Run 1, the metal 1 layer:
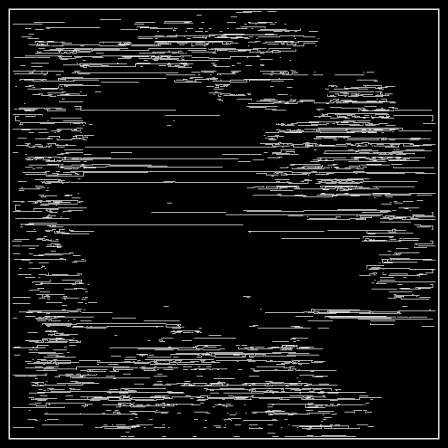
Run 1, M2 wires:
Bar = 50 um. Cells faint in the background.
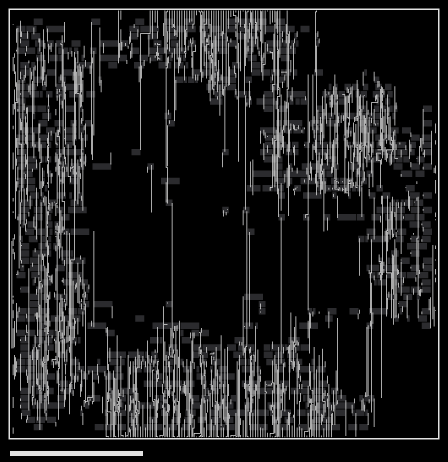
Run 1, signal wires on met3:
Bar = 50 um.
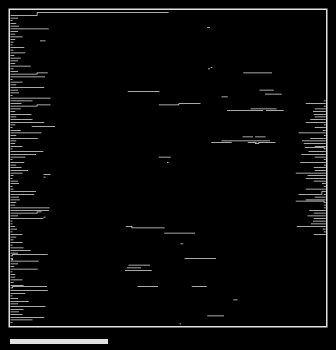
Run 1, signal wires on met4:
Cells faint in the background.
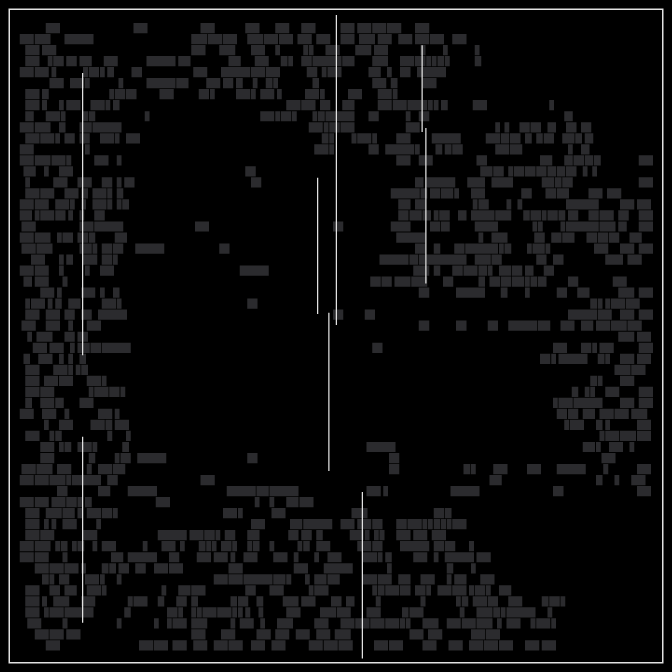
===== config.mk =====
export PLATFORM = sky130hd
export DESIGN_NAME = rr_stream_mux
export DESIGN_NICKNAME = d
export VERILOG_FILES = /design/src/rtl/rr_stream_mux.sv
export SDC_FILE = /design/constraint.sdc
export NUM_CORES = 1
export LEC_CHECK = 0
export CAP_MARGIN = 0
export CELL_PAD_IN_SITES_DETAIL_PLACEMENT = 0
export CELL_PAD_IN_SITES_GLOBAL_PLACEMENT = 2
export CORE_MARGIN = 2
export CORE_UTILIZATION = 16
export CTS_BUF_LIST = sky130_fd_sc_hd__clkbuf_4
export DETAILED_ROUTE_END_ITERATION = 8
export PLACE_DENSITY = 0.93
export REMOVE_ABC_BUFFERS = 1
export SLEW_MARGIN = 20
export SYNTH_ARGS = -nofsm -noshare
export SYNTH_HDL_FRONTEND = slang
export SYNTH_SLANG_ARGS = --single-unit

===== constraint.sdc =====
create_clock -name clk -period 4.7 [get_ports clk]
set_clock_uncertainty 0.2 [all_clocks]
set_input_delay 0.94 -clock clk [delete_from_list [all_inputs] [get_ports clk]]
set_output_delay 0.94 -clock clk [all_outputs]
set_load 0.01 [all_outputs]

===== src/rtl/rr_stream_mux.sv =====
// rr_stream_mux: CHANNELS-way stream multiplexer into a single registered
// output slot. Arbitration is either a fixed channel select or round-robin
// starting after the most recently granted channel. The output slot can
// drain and refill in the same cycle, so throughput is one word per cycle.
module rr_stream_mux #(
  parameter int N        = 32,
  parameter int CHANNELS = 8,
  parameter int S        = $clog2(CHANNELS)
) (
  input  logic                  clk,
  input  logic                  rst,
  input  logic [CHANNELS*N-1:0] in_data,
  input  logic [CHANNELS-1:0]   in_valid,
  output logic [CHANNELS-1:0]   in_ready,
  input  logic                  mode,
  input  logic [S-1:0]          sel,
  output logic [N-1:0]          out_data,
  output logic [S-1:0]          out_chan,
  output logic                  out_valid,
  input  logic                  out_ready
);

  // Registered state
  logic [N-1:0] out_data_q,   out_data_d;
  logic [S-1:0] out_chan_q,   out_chan_d;
  logic         out_valid_q,  out_valid_d;
  logic [S-1:0] last_grant_q, last_grant_d;

  // Arbitration intermediates
  logic         rr_found;
  logic [S-1:0] rr_idx;
  logic         fixed_hit;
  logic         grant_found;
  logic [S-1:0] grant_idx;
  logic         accept;
  logic         transfer;
  logic [N-1:0] grant_data;

  // Round-robin search: first requester above last_grant, else wrap to the lowest.
  always_comb begin
    // NOTE: every variable gets a default before any branch so no latch is inferred.
    rr_found = 1'b0;
    rr_idx   = '0;
    for (int i = 0; i < CHANNELS; i++) begin
      if (!rr_found && in_valid[i] && (i > int'(last_grant_q))) begin
        rr_found = 1'b1;
        rr_idx   = S'(i);
      end
    end
    for (int i = 0; i < CHANNELS; i++) begin
      if (!rr_found && in_valid[i] && (i <= int'(last_grant_q))) begin
        rr_found = 1'b1;
        rr_idx   = S'(i);
      end
    end
  end

  // Fixed select: an out-of-range sel matches no channel and so never grants.
  always_comb begin
    fixed_hit = 1'b0;
    for (int i = 0; i < CHANNELS; i++) begin
      if (int'(sel) == i) fixed_hit = in_valid[i];
    end
  end

  // Grant resolution and handshake; in_data never feeds in_ready.
  always_comb begin
    grant_found = mode ? rr_found : fixed_hit;
    grant_idx   = mode ? rr_idx : sel;
    accept      = !out_valid_q || out_ready;
    transfer    = !rst && accept && grant_found;
    in_ready    = '0;
    for (int i = 0; i < CHANNELS; i++) begin
      in_ready[i] = transfer && (grant_idx == S'(i));
    end
  end

  // Data path: select the granted channel's word.
  always_comb begin
    grant_data = '0;
    for (int i = 0; i < CHANNELS; i++) begin
      if (grant_idx == S'(i)) grant_data = in_data[i*N +: N];
    end
  end

  // Next-state: load on transfer, empty when drained with nothing to refill.
  always_comb begin
    out_data_d   = out_data_q;
    out_chan_d   = out_chan_q;
    out_valid_d  = out_valid_q;
    last_grant_d = last_grant_q;
    if (transfer) begin
      out_data_d   = grant_data;
      out_chan_d   = grant_idx;
      out_valid_d  = 1'b1;
      last_grant_d = grant_idx;
    end else if (accept) begin
      out_valid_d  = 1'b0;
    end
  end

  // State registers with synchronous reset; reset wins over any transfer.
  always_ff @(posedge clk) begin
    // NOTE: sequential state uses non-blocking assignments so all flops update together.
    if (rst) begin
      out_data_q   <= '0;
      out_chan_q   <= '0;
      out_valid_q  <= 1'b0;
      last_grant_q <= S'(CHANNELS - 1);
    end else begin
      out_data_q   <= out_data_d;
      out_chan_q   <= out_chan_d;
      out_valid_q  <= out_valid_d;
      last_grant_q <= last_grant_d;
    end
  end

  assign out_data  = out_data_q;
  assign out_chan  = out_chan_q;
  assign out_valid = out_valid_q;

endmodule

==> results.sh, run 1 <==
# source this file to load flow results
export IMPL_dr_pass1_iters=4
export IMPL_ys_cells=579
export IMPL_cp_required_ns=3.56
export IMPL_initCoreUtil_pct=16.2
export IMPL_grt_ovfl_total=0
export IMPL_min_path_cells=2
export IMPL_grt_antenna_before_repair=3
export IMPL_drt_iter0_markers=264
export IMPL_post_synth_instance_area_um2=3940
export IMPL_clkLatencyLatePin_ns=0.37
export IMPL_final_max_slew_viol_count=0
export IMPL_hpwlAfterDp_um=16300
export IMPL_drv_cap=0
export IMPL_hold_buffers=0
export IMPL_stdcell_count=1232
export IMPL_yosysUniqueCellTypes=55
export IMPL_final_cell_mix="304 x clkdlybuf4s50_1, 194 x nand2_1, 68 x a21oi_1"
export IMPL_hold_viol_final=0
export IMPL_cts_sinks=39
export IMPL_grt_usage_pct=15.9
export IMPL_syn_to_final_growth_pct=98.3
export IMPL_numSynthFlops=39
export IMPL_cp_arrival_ns=3.48
export IMPL_dpl_cell_count=1223
export IMPL_gp_congestion=0.839
export IMPL_finalCritPeriodShare_pct=98.2
export IMPL_powerDensity_nw_per_um2=226
export IMPL_yosys_area_um2=3940
export IMPL_rr_worst_depth=10
export IMPL_ff_type="dfxtp_1"
export IMPL_syn_inst=579
export IMPL_hp_start="out_chan[0]"
export IMPL_min_path_type="reg -> reg"
export IMPL_outcome="finished, final reports clean"
export IMPL_grt_max_degree=73
export IMPL_route_detailed_drc=0
export IMPL_rr_endpoint="out_data[19]"
export IMPL_place_ws_ns=-0.342
export IMPL_htreeDepth=2
export IMPL_fmax_ghz=0.217
export IMPL_viasPerCell=4.41
export IMPL_async_flop_share_pct=0
export IMPL_critPathCaptureType="output port"
export IMPL_dieArea_um2=25900
export IMPL_core_area_um2=24200
export IMPL_ys_warnings_count=0
export IMPL_root_buffer="clkbuf_4"
export IMPL_fin_ws_ns=0.0838
export IMPL_numCtsBuffers=5
export IMPL_finalCriticalPeriod_ns=4.62
About 'the metal 1 layer':
nets with wire on the layer: 1,016
main direction: horizontal
longest straight run: 83.3 um
Vias: 5,438
WL final: 21,200 um
met1 Use GR: 20.0%

About 'M2 wires':
longest straight run: 78.0 um
nets with wire on the layer: 934
share of all routed wire: 47%
wire length on this layer: 9,940 um
grt met2 use: 27.3%

About 'signal wires on met3':
share of all routed wire: 6.9%
wire length on this layer: 1,460 um
met3 Track Usage GR: 3.87%

About 'signal wires on met4':
nets with wire on the layer: 7
wire length on this layer: 363 um

[run 1: power by group]
| group | total (mW) | internal (mW) | switching, mW | leakage, nW |
|---|---|---|---|---|
| clock network | 0.199 | 0.0594 | 0.140 | 0.0276 |
| registers | 0.471 | 0.412 | 0.0590 | 0.323 |
| logic | 1.10 | 0.616 | 0.480 | 2.80 |
[run 1: how the worst max path moves through the flow]
| stage | to | start | cells after the start |
|---|---|---|---|
| after floorplan | in_ready[7] | in_valid[1] | 5 |
| after global placement | in_ready[4] | in_valid[4] | 9 |
| after detailed placement | in_ready[4] | in_valid[7] | 9 |
| after CTS | in_ready[2] | in_valid[7] | 10 |
| after global routing | in_ready[7] | in_valid[3] | 9 |
| final | in_ready[0] | in_valid[3] | 10 |
[run 1: cells in the mapped netlist, drive strengths merged (3+ instances only)]
library cell / instances
buf: 29
and2: 3
inv: 5
a21oi: 68
clkbuf: 23
dfxtp: 39
a31oi: 3
nor2: 19
nand2b: 9
nand2: 194
mux2: 32
a21boi: 30
mux2i: 6
nor3: 4
a22o: 32
nor2b: 6
o21ai: 3
a211o: 3
or4: 31
[run 1: repair_timing]
action / 4_1_cts / 5_1_grt
gates resized: 17 / 15
buffers inserted: 0 / 1
setup endpoints to repair: 8 / 7
[run 1: cell type report]
cell class | count | area (um^2)
fill | 2647 | 16400
timing repair buffer | 373 | 3590
multi-input combinational | 483 | 2960
sequential | 39 | 781
tap | 324 | 405
clock buffer | 6 | 45.0
inverter | 5 | 18.8
antenna | 2 | 5.00
[run 1: flip-flops by register name (all words and copies together), names as in the netlist]
| register | flops |
|---|---|
| out_chan | 3 |
| out_data | 32 |
| out_valid | 1 |
| last_grant_q | 3 |
[run 1: metrics by stage]
step                hold WS (ns)  area [um^2]  power (mW)  utilization [%]
global route               0.324         7800        1.90             32.2
detailed placement         0.288         7710        1.57             31.8
CTS                        0.313         7780        1.80             32.1
finish                     0.308         7800        1.77             32.2
global placement           0.264         7710        1.58             31.8
floorplan                  0.289         3660       0.958                -
[run 1: layer usage]
metal / global-route usage, % / up-vias / share of wire, %
met4: 4.10 / 2 / 1.7
met1: 20.0 / 2482 / 44
li1: - / 2705 / -
met2: 27.3 / 229 / 47
met5: 0 / - / 0.061
met3: 3.87 / 20 / 6.9
[run 1: critical path: stages]
cell and delay, ns:
clkdlybuf4s50_1 0.42, or3_1 0.37, or4_4 0.44, or3_4 0.38
nor2_4 0.12, o32ai_2 0.09, buf_4 0.17, nor2b_4 0.16
and2_1 0.15, clkdlybuf4s15_1 0.22
[run 1: logic make-up after synthesis]
| family | synth area share (%) |
|---|---|
| and+or+nand+nor | 31.2 |
| AOI/OAI and AO/OA | 29.8 |
| buffers and inverters | 7.41 |
| muxes | 11.8 |
| DFF | 19.8 |
==> inputs of run 2 (changes only) <==
--- a/config.mk
+++ b/config.mk
@@ -12,6 +12,7 @@
 export CORE_UTILIZATION = 16
 export CTS_BUF_LIST = sky130_fd_sc_hd__clkbuf_4
 export DETAILED_ROUTE_END_ITERATION = 8
+export HOLD_SLACK_MARGIN = 0.06
 export PLACE_DENSITY = 0.93
 export REMOVE_ABC_BUFFERS = 1
 export SLEW_MARGIN = 20
==> constraint.sdc (replaced) <==
create_clock -name clk -period 4.96 [get_ports clk]
set_clock_uncertainty 0.2 [all_clocks]
set_input_delay 0.992 -clock clk [delete_from_list [all_inputs] [get_ports clk]]
set_output_delay 0.992 -clock clk [all_outputs]
set_load 0.01 [all_outputs]
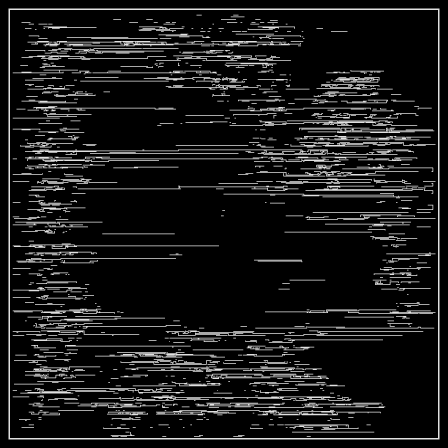
Run 2: the metal 1 layer
share of all routed wire: 44%
main direction: horizontal
nets with wire on the layer: 1,001
longest straight run: 59.1 um
met1 Use GR: 20.3%
Vias: 5,422
WL final: 21,600 um

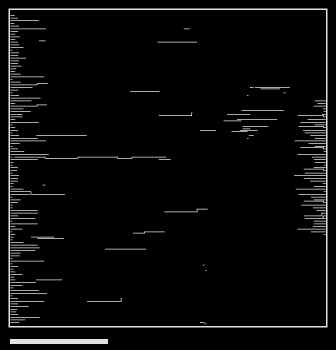
Run 2: signal wires on met3
Bar = 50 um.

==> run 2 against run 1 <==
Synthesized area unchanged; core utilization increased by 0.15 points; combinational power fell by 6%; count of clock-buffer cells in the layout did not move; global-route usage up 0.26 points; final cell count about the same; final area is 0.46% higher; critical endpoint unchanged.
==> results.sh, run 2 <==
# source this file to load flow results
export IMPL_path_common_cell="or3_4"
export IMPL_hp_start="out_chan[0]"
export IMPL_grt_usage_pct=16.2
export IMPL_yosysUniqueCellTypes=55
export IMPL_nFillCells=2607
export IMPL_root_buffer="clkbuf_4"
export IMPL_final_cell_mix="305 x clkdlybuf4s50_1, 194 x nand2_1, 68 x a21oi_1"
export IMPL_final_max_slew_viol_count=0
export IMPL_fmax_ghz=0.206
export IMPL_cts_sinks=39
export IMPL_core_area_um2=24200
export IMPL_grt_max_degree=56
export IMPL_most_common_cell="nand2_1"
export IMPL_htreeDepth=2
export IMPL_ys_warnings_count=0
export IMPL_cp_cell_sequence="clkdlybuf4s50_1, or3_4, or4_4, or3_4, nor2_2, o32ai_2, buf_4, nor2b_4, and2_1, dlygate4sd2_1"
export IMPL_outcome="finished, final reports clean"
export IMPL_power_frac_clock_pct=17.3
export IMPL_finalCriticalPeriod_ns=4.86
export IMPL_grt_ovfl_total=0
export IMPL_ff_type="dfxtp_1"
export IMPL_slowest_delay_ns=0.46
export IMPL_path_buffers=3
export IMPL_p_sw_share_pct=36.7
export IMPL_hpwlAfterDp_um=16300
export IMPL_post_synth_instance_area_um2=3940
export IMPL_numCtsBuffers=5
export IMPL_grt_antenna_before_repair=1
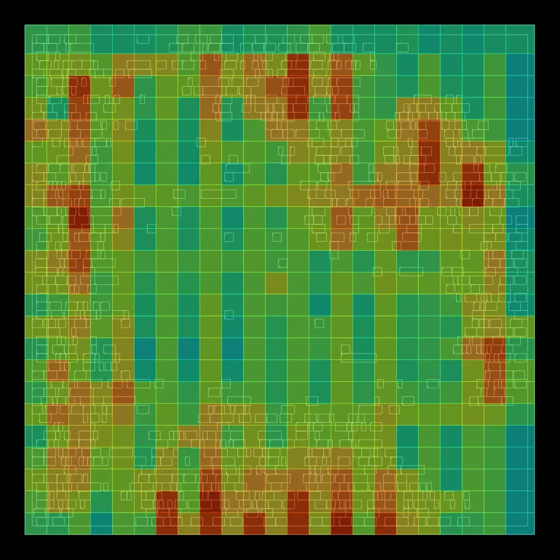
Run 2: routing congestion map
grt met2 use: 28.1%
grt peak-use layer: met2

==> run 2: cell counts after synthesis <==
Identical to the previous run, type by type.
==> run 2: worst paths after layout <==
check,slack (ns),end,depth (start not counted)
max,0.1,in_ready[0],10
min,0.28,out_chan[0],2
max reg2reg,0.95,out_data[16],9
min reg2reg,0.28,out_chan[0],2
==> run 2: cell type report <==
type	instances	area, um^2	share of cell area, %
repair buffers	370	3570	45.5
multi-input cells	483	2960	37.7
flip-flops and latches	39	781	9.96
well taps	324	405	5.17
clock inverters	2	60.1	0.766
clock buffers	6	45.0	0.574
inverters	5	18.8	0.239
diodes	2	5.00	0.0638
==> run 2: per-layer routing <==
| metal | wire length [um] | vias up |
|---|---|---|
| met2 | 10300 | 224 |
| met5 | 0 | - |
| met3 | 1520 | 18 |
| met1 | 9420 | 2475 |
| met4 | 303 | 0 |
| li1 | - | 2705 |
==> run 2: timing repair <==
| action | CTS | global route |
|---|---|---|
| endpoints found under the setup margin | 8 | 4 |
| endpoints found under the hold margin | 0 | 0 |
| gates resized | 18 | 3 |
| cloned | 0 | 0 |
==> run 2: worst register-to-register path, stage by stage (launching register included) <==
cell     delay [ns]
dfxtp_1        0.66
nor2b_1        0.14
or4_4          0.59
or3_4          0.37
nor2_4         0.16
o32a_4         0.28
buf_4          0.41
mux2_2         0.41
a22o_1         0.17
or4_1          0.49
==> run 2: cell families (layout without fill, tap and decap cells) <==
logic type | count (synthesis) | count (layout) | synth area share (%)
AND/OR/NAND/NOR | 273 | 273 | 31.2
multiplexers | 40 | 40 | 11.8
AND-OR/OR-AND | 170 | 170 | 29.8
other | 0 | 2 | 0
buffers and inverters | 57 | 383 | 7.41
flip-flops | 39 | 39 | 19.8
==> run 2: metrics by stage <==
step	hold slack [ns]	utilization (%)	cell area, um^2	std cells	setup WS (ns)
floorplan	0.289	-	3660	527	-3.59
global route	0.314	32.3	7840	1231	0.00514
global placement	0.264	31.7	7680	1221	-0.282
finish	0.285	32.3	7840	1231	0.0965
CTS	0.284	32.3	7820	1229	0.0883
detailed placement	0.262	31.7	7680	1221	-0.266
==> run 2: power groups by stage <==
| stage | Clock (mW) | Sequential, mW | Combinational, mW |
|---|---|---|---|
| 2_1_floorplan | 0 | 0.478 | 0.430 |
| 3_3_place_gp | 0 | 0.453 | 1.03 |
| 3_5_place_dp | 0 | 0.452 | 1.03 |
| 4_1_cts | 0.329 | 0.447 | 1.04 |
| 5_1_grt | 0.334 | 0.458 | 1.12 |
| 6_report | 0.310 | 0.448 | 1.03 |
==> inputs of run 3 (changes only) <==
--- a/config.mk
+++ b/config.mk
@@ -8,13 +8,14 @@
 export CAP_MARGIN = 0
 export CELL_PAD_IN_SITES_DETAIL_PLACEMENT = 0
 export CELL_PAD_IN_SITES_GLOBAL_PLACEMENT = 2
-export CORE_MARGIN = 2
+export CORE_MARGIN = 5
 export CORE_UTILIZATION = 16
 export CTS_BUF_LIST = sky130_fd_sc_hd__clkbuf_4
 export DETAILED_ROUTE_END_ITERATION = 8
 export HOLD_SLACK_MARGIN = 0.06
 export PLACE_DENSITY = 0.93
 export REMOVE_ABC_BUFFERS = 1
+export SKIP_LAST_GASP = 1
 export SLEW_MARGIN = 20
 export SYNTH_ARGS = -nofsm -noshare
 export SYNTH_HDL_FRONTEND = slang
==> run 3 against run 2 <==
Critical endpoint is now in_ready[6]; combinational power barely moved; core utilization is 0.41 points lower; synthesized cell count stayed put; global-route usage fell by 0.53 points; critical path type unchanged.
==> results.sh, run 3 <==
# source this file to load flow results
export IMPL_outcome="finished, final reports clean"
export IMPL_syn_to_final_growth_pct=96.7
export IMPL_critPathCaptureType="output port"
export IMPL_syn_inst=579
export IMPL_largest_reg_flops=32
export IMPL_min_path_type="reg -> reg"
export IMPL_dr_pass1_iters=4
export IMPL_dieArea_um2=27800
export IMPL_numSynthFlops=39
export IMPL_ys_cells=579
export IMPL_placed_area_um2=7670
export IMPL_powerDensity_nw_per_um2=217
export IMPL_final_max_slew_viol_count=0
export IMPL_viasPerCell=4.48
export IMPL_numCtsBuffers=5
export IMPL_drv_cap=0
export IMPL_fmax_ghz=0.207
export IMPL_clkLatencyLatePin_ns=0.37
export IMPL_async_flop_share_pct=0
export IMPL_hold_buffers=0
export IMPL_most_common_cell="nand2_1"
export IMPL_hold_viol_final=0
export IMPL_htreeDepth=2
export IMPL_drt_iter0_markers=283
[run 3: cell counts after synthesis]
Identical to the previous run, type by type.
[run 3: repair_timing]
| action | 4_1_cts | 5_1_grt |
|---|---|---|
| gates resized | 12 | 6 |
| setup buffers | 0 | 0 |
| setup endpoints to repair | 8 | 3 |
| hold endpoints to repair | 0 | 0 |
[run 3: per-layer routing]
layer	track usage [%]	vias to the layer above
met3	4.79	25
li1	-	2692
met2	26.3	243
met4	4.34	0
met5	0	-
met1	19.4	2525
[run 3: worst max-delay path, stage by stage]
cell             delay, ns
clkdlybuf4s50_1       0.43
or3_1                 0.39
or4_4                 0.45
or3_4                 0.37
nor2_2                0.13
o32ai_2               0.09
buf_4                 0.17
or2b_4                0.25
nor2_1                0.05
dlygate4sd2_1         0.30
[run 3: final cells by class]
type,instances,share of cell area [%]
timing repair buffer,365,45.9
multi-input combinational,483,37.8
sequential,39,10.1
tap,324,5.24
clock buffer,7,0.679
inverter,5,0.242
clock inverter,1,0.0647
antenna,1,0.0323
[run 3: metrics by stage]
| step | util [%] | hold WS (ns) | setup TNS (ns) | total power [mW] | worst slack [ns] |
|---|---|---|---|---|---|
| 4_1_cts | 31.9 | 0.281 | -0.0560 | 1.72 | -0.0560 |
| 3_5_place_dp | 31.6 | 0.262 | -1.98 | 1.49 | -0.271 |
| 3_3_place_gp | 31.6 | 0.263 | -1.64 | 1.49 | -0.294 |
| 5_1_grt | 31.9 | 0.319 | 0 | 1.81 | 0.0282 |
| 2_1_floorplan | - | 0.289 | -105.08 | 0.908 | -3.59 |
| 6_report | 31.9 | 0.280 | 0 | 1.68 | 0.129 |
[run 3: worst max-delay path by stage]
stage / to / cells past startpoint / slack [ns]
after detailed placement: in_ready[3] / 9 / -0.27
after global placement: in_ready[3] / 9 / -0.29
final: in_ready[6] / 10 / 0.13
after global routing: in_ready[6] / 10 / 0.03
after floorplan: in_ready[7] / 5 / -3.59
after CTS: in_ready[2] / 9 / -0.06
[run 3: report_power, final]
part / internal [mW] / switching, mW
Clock: 0.0665 / 0.138
Combinational: 0.572 / 0.457
Sequential: 0.390 / 0.0563
Total: 1.03 / 0.651
[run 3: logic make-up after synthesis]
family | after synthesis | share of synthesized area, %
AND/OR/NAND/NOR | 273 | 31.2
flip-flops | 39 | 19.8
buffers and inverters | 57 | 7.41
multiplexers | 40 | 11.8
AND-OR/OR-AND | 170 | 29.8
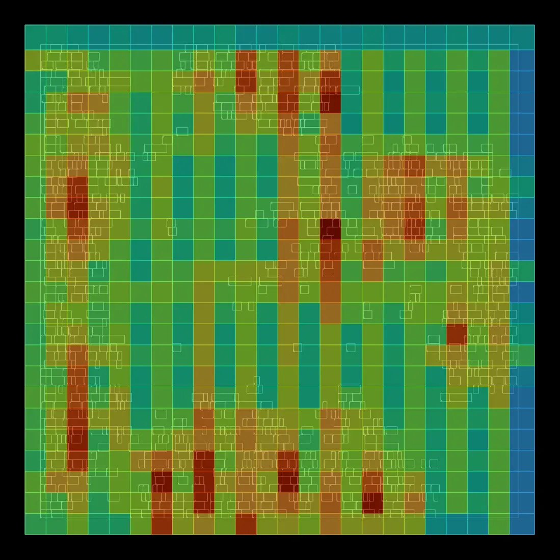
Run 3: routing congestion map
met1 Use GR: 19.4%
WL/cell: 18.6 um
final core occ: 31.9%
met3 Track Usage GR: 4.79%

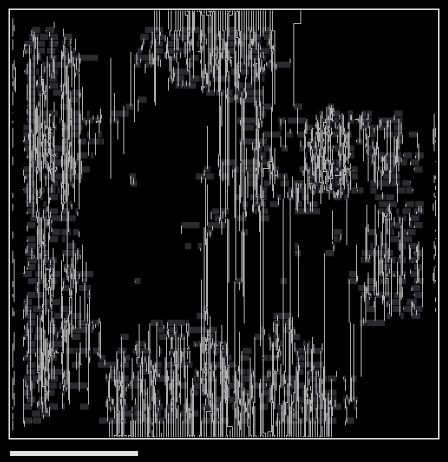
Run 3: M2 wires
Bar = 50 um. Cells faint in the background.
main direction: vertical
nets with wire on the layer: 960
Vias: 5,485
WL final: 22,700 um
grt met2 use: 26.3%

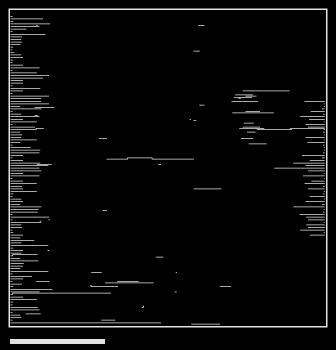
Run 3: signal wires on met3
Bar = 50 um.

No activity file was given, so power comes from the tool's default toggle rates.
